congestion.png
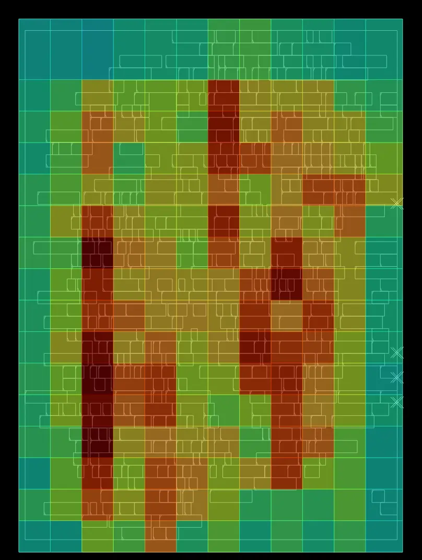
sizes.png
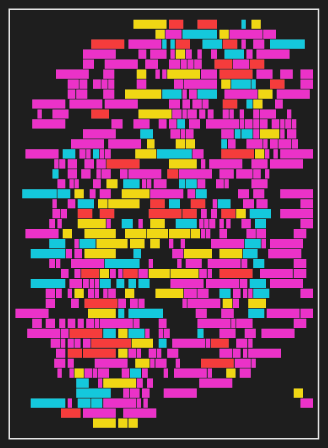
cell_density.png
8 x 12 tiles, from black (low) to pale yellow (high), 0 to 100% covered.
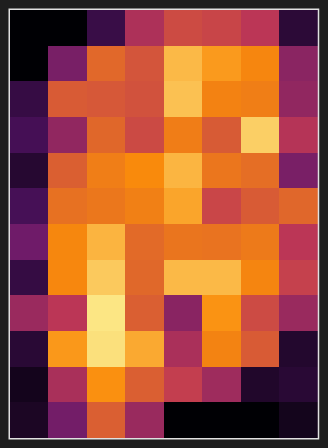
flops_by_reg.png
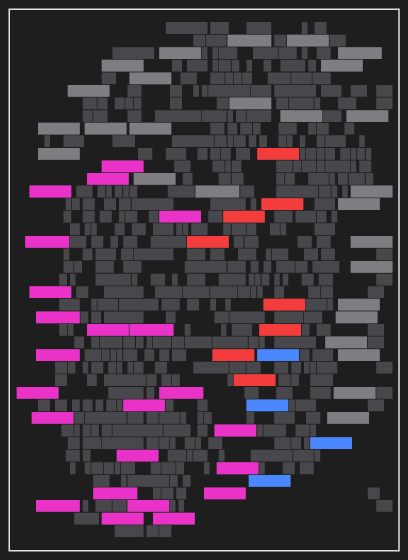
placement_by_type.png
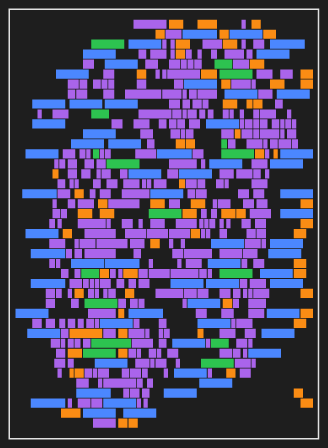
File: src/rtl/led_pkg.sv
// Shared types for the LED pattern generator: display modes, scan/breathe direction
// and the breathe brightness range.
package led_pkg;

   localparam int LEVEL_BITS = 4;
   localparam logic [LEVEL_BITS-1:0] LEVEL_MAX = '1;

   typedef enum logic [1:0] {
      MODE_BINARY  = 2'd0,
      MODE_SCAN    = 2'd1,
      MODE_BREATHE = 2'd2,
      MODE_FILL    = 2'd3
   } mode_t;

   typedef enum logic {
      DIR_UP   = 1'b0,
      DIR_DOWN = 1'b1
   } dir_t;

endpackage

File: src/rtl/tick_prescaler.sv
// Divides clk down to a one-cycle step strobe every CLK_HZ/TICK_HZ enabled cycles.
// step is combinational from the counter; clear restarts the count and suppresses the step.
module tick_prescaler #(
   parameter int CLK_HZ  = 50000000,
   parameter int TICK_HZ = 10
) (
   input  logic clk,
   input  logic reset_n,
   input  logic enable,
   input  logic clear,
   output logic step
);

   localparam int DIV   = CLK_HZ / TICK_HZ;
   localparam int CNT_W = (DIV > 2) ? $clog2(DIV) : 1;

   if (DIV < 2) begin : g_div_check
      $error("tick_prescaler: CLK_HZ/TICK_HZ must be at least 2");
   end

   logic [CNT_W-1:0] r_cnt;
   logic             w_at_top;

   assign w_at_top = (r_cnt == CNT_W'(DIV - 1));
   assign step     = enable && !clear && w_at_top;

   always_ff @(posedge clk or negedge reset_n) begin
      if (!reset_n) begin
         r_cnt <= '0;
      end else if (clear) begin
         r_cnt <= '0;
      end else if (enable) begin
         r_cnt <= w_at_top ? '0 : r_cnt + CNT_W'(1);
      end
   end

endmodule

File: src/rtl/led_pattern_gen.sv
// LED bank pattern generator: binary count, bouncing scan, PWM breathe and thermometer fill.
// LED and tick are registered; LED follows pattern state one clock after it changes.
module led_pattern_gen
   import led_pkg::*;
#(
   parameter int CLK_HZ   = 50000000,
   parameter int TICK_HZ  = 10,
   parameter int NUM_LEDS = 8,
   parameter int PWM_BITS = 8
) (
   input  logic                clk,
   input  logic                reset_n,
   input  logic                enable,
   input  logic                mode_next,
   output logic [NUM_LEDS-1:0] LED,
   output logic [1:0]          mode,
   output logic                tick
);

   localparam int POS_W  = $clog2(NUM_LEDS);
   localparam int FILL_W = $clog2(NUM_LEDS + 1);

   if (NUM_LEDS < 2) begin : g_leds_check
      $error("led_pattern_gen: NUM_LEDS must be at least 2");
   end
   if (PWM_BITS < LEVEL_BITS) begin : g_pwm_check
      $error("led_pattern_gen: PWM_BITS must be at least 4");
   end

   mode_t                 r_mode,  w_mode;
   logic [NUM_LEDS-1:0]   r_count, w_count;
   logic [POS_W-1:0]      r_pos,   w_pos;
   dir_t                  r_dir,   w_dir;
   logic [LEVEL_BITS-1:0] r_level, w_level;
   logic [FILL_W-1:0]     r_fill,  w_fill;
   logic [PWM_BITS-1:0]   r_pwm;
   logic [NUM_LEDS-1:0]   r_led,   w_led;
   logic                  r_tick;
   logic                  w_step;

   tick_prescaler #(
      .CLK_HZ  (CLK_HZ),
      .TICK_HZ (TICK_HZ)
   ) u_prescaler (
      .clk     (clk),
      .reset_n (reset_n),
      .enable  (enable),
      .clear   (mode_next),
      .step    (w_step)
   );

   always_ff @(posedge clk or negedge reset_n) begin
      if (!reset_n) begin
         r_mode  <= MODE_BINARY;
         r_count <= '0;
         r_pos   <= '0;
         r_dir   <= DIR_UP;
         r_level <= '0;
         r_fill  <= '0;
         r_pwm   <= '0;
         r_led   <= '0;
         r_tick  <= 1'b0;
      end else begin
         r_mode  <= w_mode;
         r_count <= w_count;
         r_pos   <= w_pos;
         r_dir   <= w_dir;
         r_level <= w_level;
         r_fill  <= w_fill;
         r_pwm   <= r_pwm + PWM_BITS'(1);
         r_led   <= w_led;
         r_tick  <= w_step;
      end
   end

   // Only the active mode's state advances; a mode change restarts every pattern.
   always_comb begin
      w_mode  = r_mode;
      w_count = r_count;
      w_pos   = r_pos;
      w_dir   = r_dir;
      w_level = r_level;
      w_fill  = r_fill;
      if (mode_next) begin
         w_mode  = mode_t'(r_mode + 2'd1);
         w_count = '0;
         w_pos   = '0;
         w_dir   = DIR_UP;
         w_level = '0;
         w_fill  = '0;
      end else if (w_step) begin
         case (r_mode)
            MODE_BINARY: w_count = r_count + NUM_LEDS'(1);
            MODE_SCAN: begin
               if (r_dir == DIR_UP) begin
                  if (r_pos == POS_W'(NUM_LEDS - 1)) begin
                     w_dir = DIR_DOWN;
                     w_pos = POS_W'(NUM_LEDS - 2);
                  end else begin
                     w_pos = r_pos + POS_W'(1);
                  end
               end else if (r_pos == '0) begin
                  w_dir = DIR_UP;
                  w_pos = POS_W'(1);
               end else begin
                  w_pos = r_pos - POS_W'(1);
               end
            end
            MODE_BREATHE: begin
               if (r_dir == DIR_UP) begin
                  if (r_level == LEVEL_MAX) begin
                     w_dir   = DIR_DOWN;
                     w_level = LEVEL_MAX - LEVEL_BITS'(1);
                  end else begin
                     w_level = r_level + LEVEL_BITS'(1);
                  end
               end else if (r_level == '0) begin
                  w_dir   = DIR_UP;
                  w_level = LEVEL_BITS'(1);
               end else begin
                  w_level = r_level - LEVEL_BITS'(1);
               end
            end
            default: w_fill = (r_fill == FILL_W'(NUM_LEDS)) ? '0 : r_fill + FILL_W'(1);
         endcase
      end
   end

   always_comb begin
      w_led = '0;
      case (r_mode)
         MODE_BINARY: w_led = r_count;
         MODE_SCAN: begin
            for (int i = 0; i < NUM_LEDS; i++) w_led[i] = (r_pos == POS_W'(i));
         end
         MODE_BREATHE: w_led = {NUM_LEDS{r_pwm[PWM_BITS-1 -: LEVEL_BITS] < r_level}};
         default: begin
            for (int i = 0; i < NUM_LEDS; i++) w_led[i] = (FILL_W'(i) < r_fill);
         end
      endcase
   end

   assign LED  = r_led;
   assign mode = r_mode;
   assign tick = r_tick;

endmodule

File: config.mk
export PLATFORM = sky130hd
export DESIGN_NAME = led_pattern_gen
export DESIGN_NICKNAME = d
export VERILOG_FILES = /design/src/rtl/led_pkg.sv /design/src/rtl/tick_prescaler.sv /design/src/rtl/led_pattern_gen.sv
export SDC_FILE = /design/constraint.sdc
export NUM_CORES = 1
export LEC_CHECK = 0
export ABC_CLOCK_PERIOD_IN_PS = 1700
export CORE_ASPECT_RATIO = 1.4
export CORE_UTILIZATION = 40
export CTS_CLUSTER_DIAMETER = 150
export DETAILED_ROUTE_END_ITERATION = 8
export GPL_TIMING_DRIVEN = 0
export SYNTH_ARGS = -nofsm -noshare
export SYNTH_HDL_FRONTEND = slang
export SYNTH_SLANG_ARGS = --single-unit
File: constraint.sdc
create_clock -name clk -period 1.7 [get_ports clk]
set_clock_uncertainty 0.05 [all_clocks]
set_input_delay 0.17 -clock clk [delete_from_list [all_inputs] [get_ports clk]]
set_output_delay 0.17 -clock clk [all_outputs]
set_load 0.01 [all_outputs]
==> Slide: Implementation Results <==
Flow Results at a Glance

Yosys
  • Area fraction of the dominant cell type after synthesis: 41.2%
  • Avg Synthesized Cell Area: 9.41 sq um
  • Sequential-to-total area share from yosys stat: 41.2%
  • Mapped Cells: 400
  • Simple share: 27.9%
  • Synthesized area: 3760 sq um
  • Top cell type by total area after synthesis: dfrtp_1
  • Flops & latches, synth: 62
  • Top-count cell post-synth: dfrtp_1
  • Async SR Flop Fraction: 100%
  • Net Count, Synth: 425
  • Synthesis Warnings: 0
  • Cell area leaders: dfrtp_1 41%, ha_1 7.0%, nand2_1 4.5%
  • Top cells by count: 62 x dfrtp_1, 45 x nand2_1, 28 x nand3_1
  • Flip-flops with a built-in enable: 0
  • Multiplexer share: 3.09%
  • Yosys xor share: 2.79%

Job
  • Max cap viols: 0

Worst setup path
  • Crit start category: register
  • Worst Setup Path Type: reg -> reg
  • Critical path origin: u_prescaler.r_cnt[15]
  • CP top delay family: simple AND/OR/NAND/NOR gates
  • CP max stage delay: 450 ps
  • RR Endpoint: r_pos[1]
  • R2R depth: 6
  • WP data arrival: 2070 ps
  • WP data required: 1870 ps
  • Crit end category: register
  • Crit path cell chain: nor4b_4 -> nand4b_4 -> nor3_4 -> buf_6 -> nand2_4 -> mux2_4
  • Worst reg2reg setup slack: -200 ps

Global route
  • Aggregate global routing overflow: 0
  • Met3 Use GR: 3.02%
  • Busiest metal layer after global routing: met2
  • Initial antenna violation count: 0
  • Global-route wire length before repair: 15700 um

Clock network
  • Post-CTS Setup Inserts: 19
  • Clk slew on worst S/H paths: 50 ps
  • CTS root buf: clkbuf_16
  • Clk ins delay skew pair: 340 ps
  • Inserted Clock Buffers: 9
  • CTS resizes: 64
  • H-tree Lvls: 3

Route
  • Met2 wire len: 5190 um
  • Wl on met1: 4080 um
  • Via count: 3377
  • Post-route ant nets: 0
  • DRT Pass-1 Iters: 7
  • Vias per Instance: 5.89
  • DRT iter0 DRCs: 290
  • Met3 WL: 312 um
  • DRT Wirelength: 9960 um
  • Highest Signal Layer: met4
  • DRC errors left: 8

Final layout
  • Ant diodes: 0
  • Logic share of the area: 48.2%
  • Biggest Area Class: multi-input combinational cells
  • Clock-cell share: 6.20%
  • Flip-flops: 62
  • Comb gates: 306
  • Logic area: 2490 sq um
  • Non-clk bufs: 65
  • Non-Clock Buffer Area Fraction: 11.3%
  • # fillers: 755
  • Clkbuf count: 13

Power
  • Internal: 3.42 mW
  • Biggest consumer: the clock network
  • Switching Power: 1.30 mW
  • Clock Power Share: 40.9%
  • Leakage power: 2.29 nW
  • Peak supply drop: 0.000504 V
  • P per Cell Area: 913 nW/um^2

Placed design
  • Gp weighted congestion: 0.839
  • DP Area: 4120 sq um
  • DP Worst Slack: -724 ps
  • DP HPWL: 6140 um
  • Number of port buffers: 13

Min path
  • Type of the tightest min-delay check: in -> reg
  • WHS Endpoint: u_prescaler.r_cnt[18]

Timing
  • Rel. slew slack: 46.3%
  • Min Tclk post-route: 1900 ps
  • # setup viols final: 43
  • Fmax: 525 MHz
  • Cycle use final: 112%
  • Post-layout worst setup margin: -204 ps
  • RSZ-0062 raised after global routing: yes
  • Fin Hold WS: 235 ps

Floorplan
  • Die area: 9810 sq um
  • Die x size: 84.0 um
  • Die H: 117 um
  • IO Count: 15
  • Num tapcells: 107
  • FP Util: 41.4%

Outcome
  • Failing checks: DRC, setup timing
  • Outcome: finished, violations left
## Picture notes: congestion.png
total track usage: 20.8%
M1 GR Usage: 23.8%
GR met2 Demand/Resource: 36.9%
Avg WL per Cell: 17.4 um

## Picture notes: sizes.png
- _0 and _1 cells: magenta (cells 312; share 67%)
- _2 cells: cyan (cells 63; share 14%)
- _6 and larger: red (cells 32; share 6.9%)
- _3 and _4 cells: yellow (cells 59; share 13%)
post-layout worst setup margin: -204 ps
final instance area: 5170 sq um

## Picture notes: cell_density.png
- nearly empty tiles: 6.2%
- mean over tiles: 51%
- tiles over 75% full: 17%
- fullest tile: 95%

## Picture notes: flops_by_reg.png
- `r_fill`: blue (sequential cells 4)
- `r_count`: red (sequential cells 8)
- `u_prescaler.r_cnt`: magenta (sequential cells 23)
fin util: 56.9%
Seq group: 1.66 mW
Storage cell area: 1560 sq um
Seq area share: 30.3%

## Picture notes: placement_by_type.png
- clock drivers and dummy loads: green (cells 16; share of their area 6.4%)
- flops: blue (cells 62; share of their area 31%)
- other buffers and delay cells: orange (cells 65; share of their area 12%)
- combinational and other logic: purple (cells 323; share of their area 51%)
total core area: 9080 sq um
row cnt: 41

-- cell usage in the layout, fill, tap and decap left out, drive strengths merged, types with 15 or more instances in the layout --
cell     n
clkbuf  20
nand2   46
dfrtp   62
a21oi   15
nor3    15
nor2    26
ha      21
nand3   28
buf     45
inv     17
-- stage by stage --
stage,power [mW],TNS (ps),std cells
after floorplan,2.14,-237,400
after global placement,2.53,-127050,520
after detailed placement,2.54,-20400,520
after CTS,4.67,-4230,555
after global routing,4.91,-8980,573
final,4.72,-4850,573
-- state kept, by name (all words and copies together) (netlist names) --
register	flops
tick	1
r_count	8
r_dir	1
mode	2
r_level	4
r_fill	4
r_pwm	8
r_pos	3
LED	8
u_prescaler.r_cnt	23
-- worst min-delay path, stage by stage --
cell and delay, ps:
buf_2 190, a31oi_4 160, o31ai_2 60
Power is estimated from default activity; no workload was simulated.
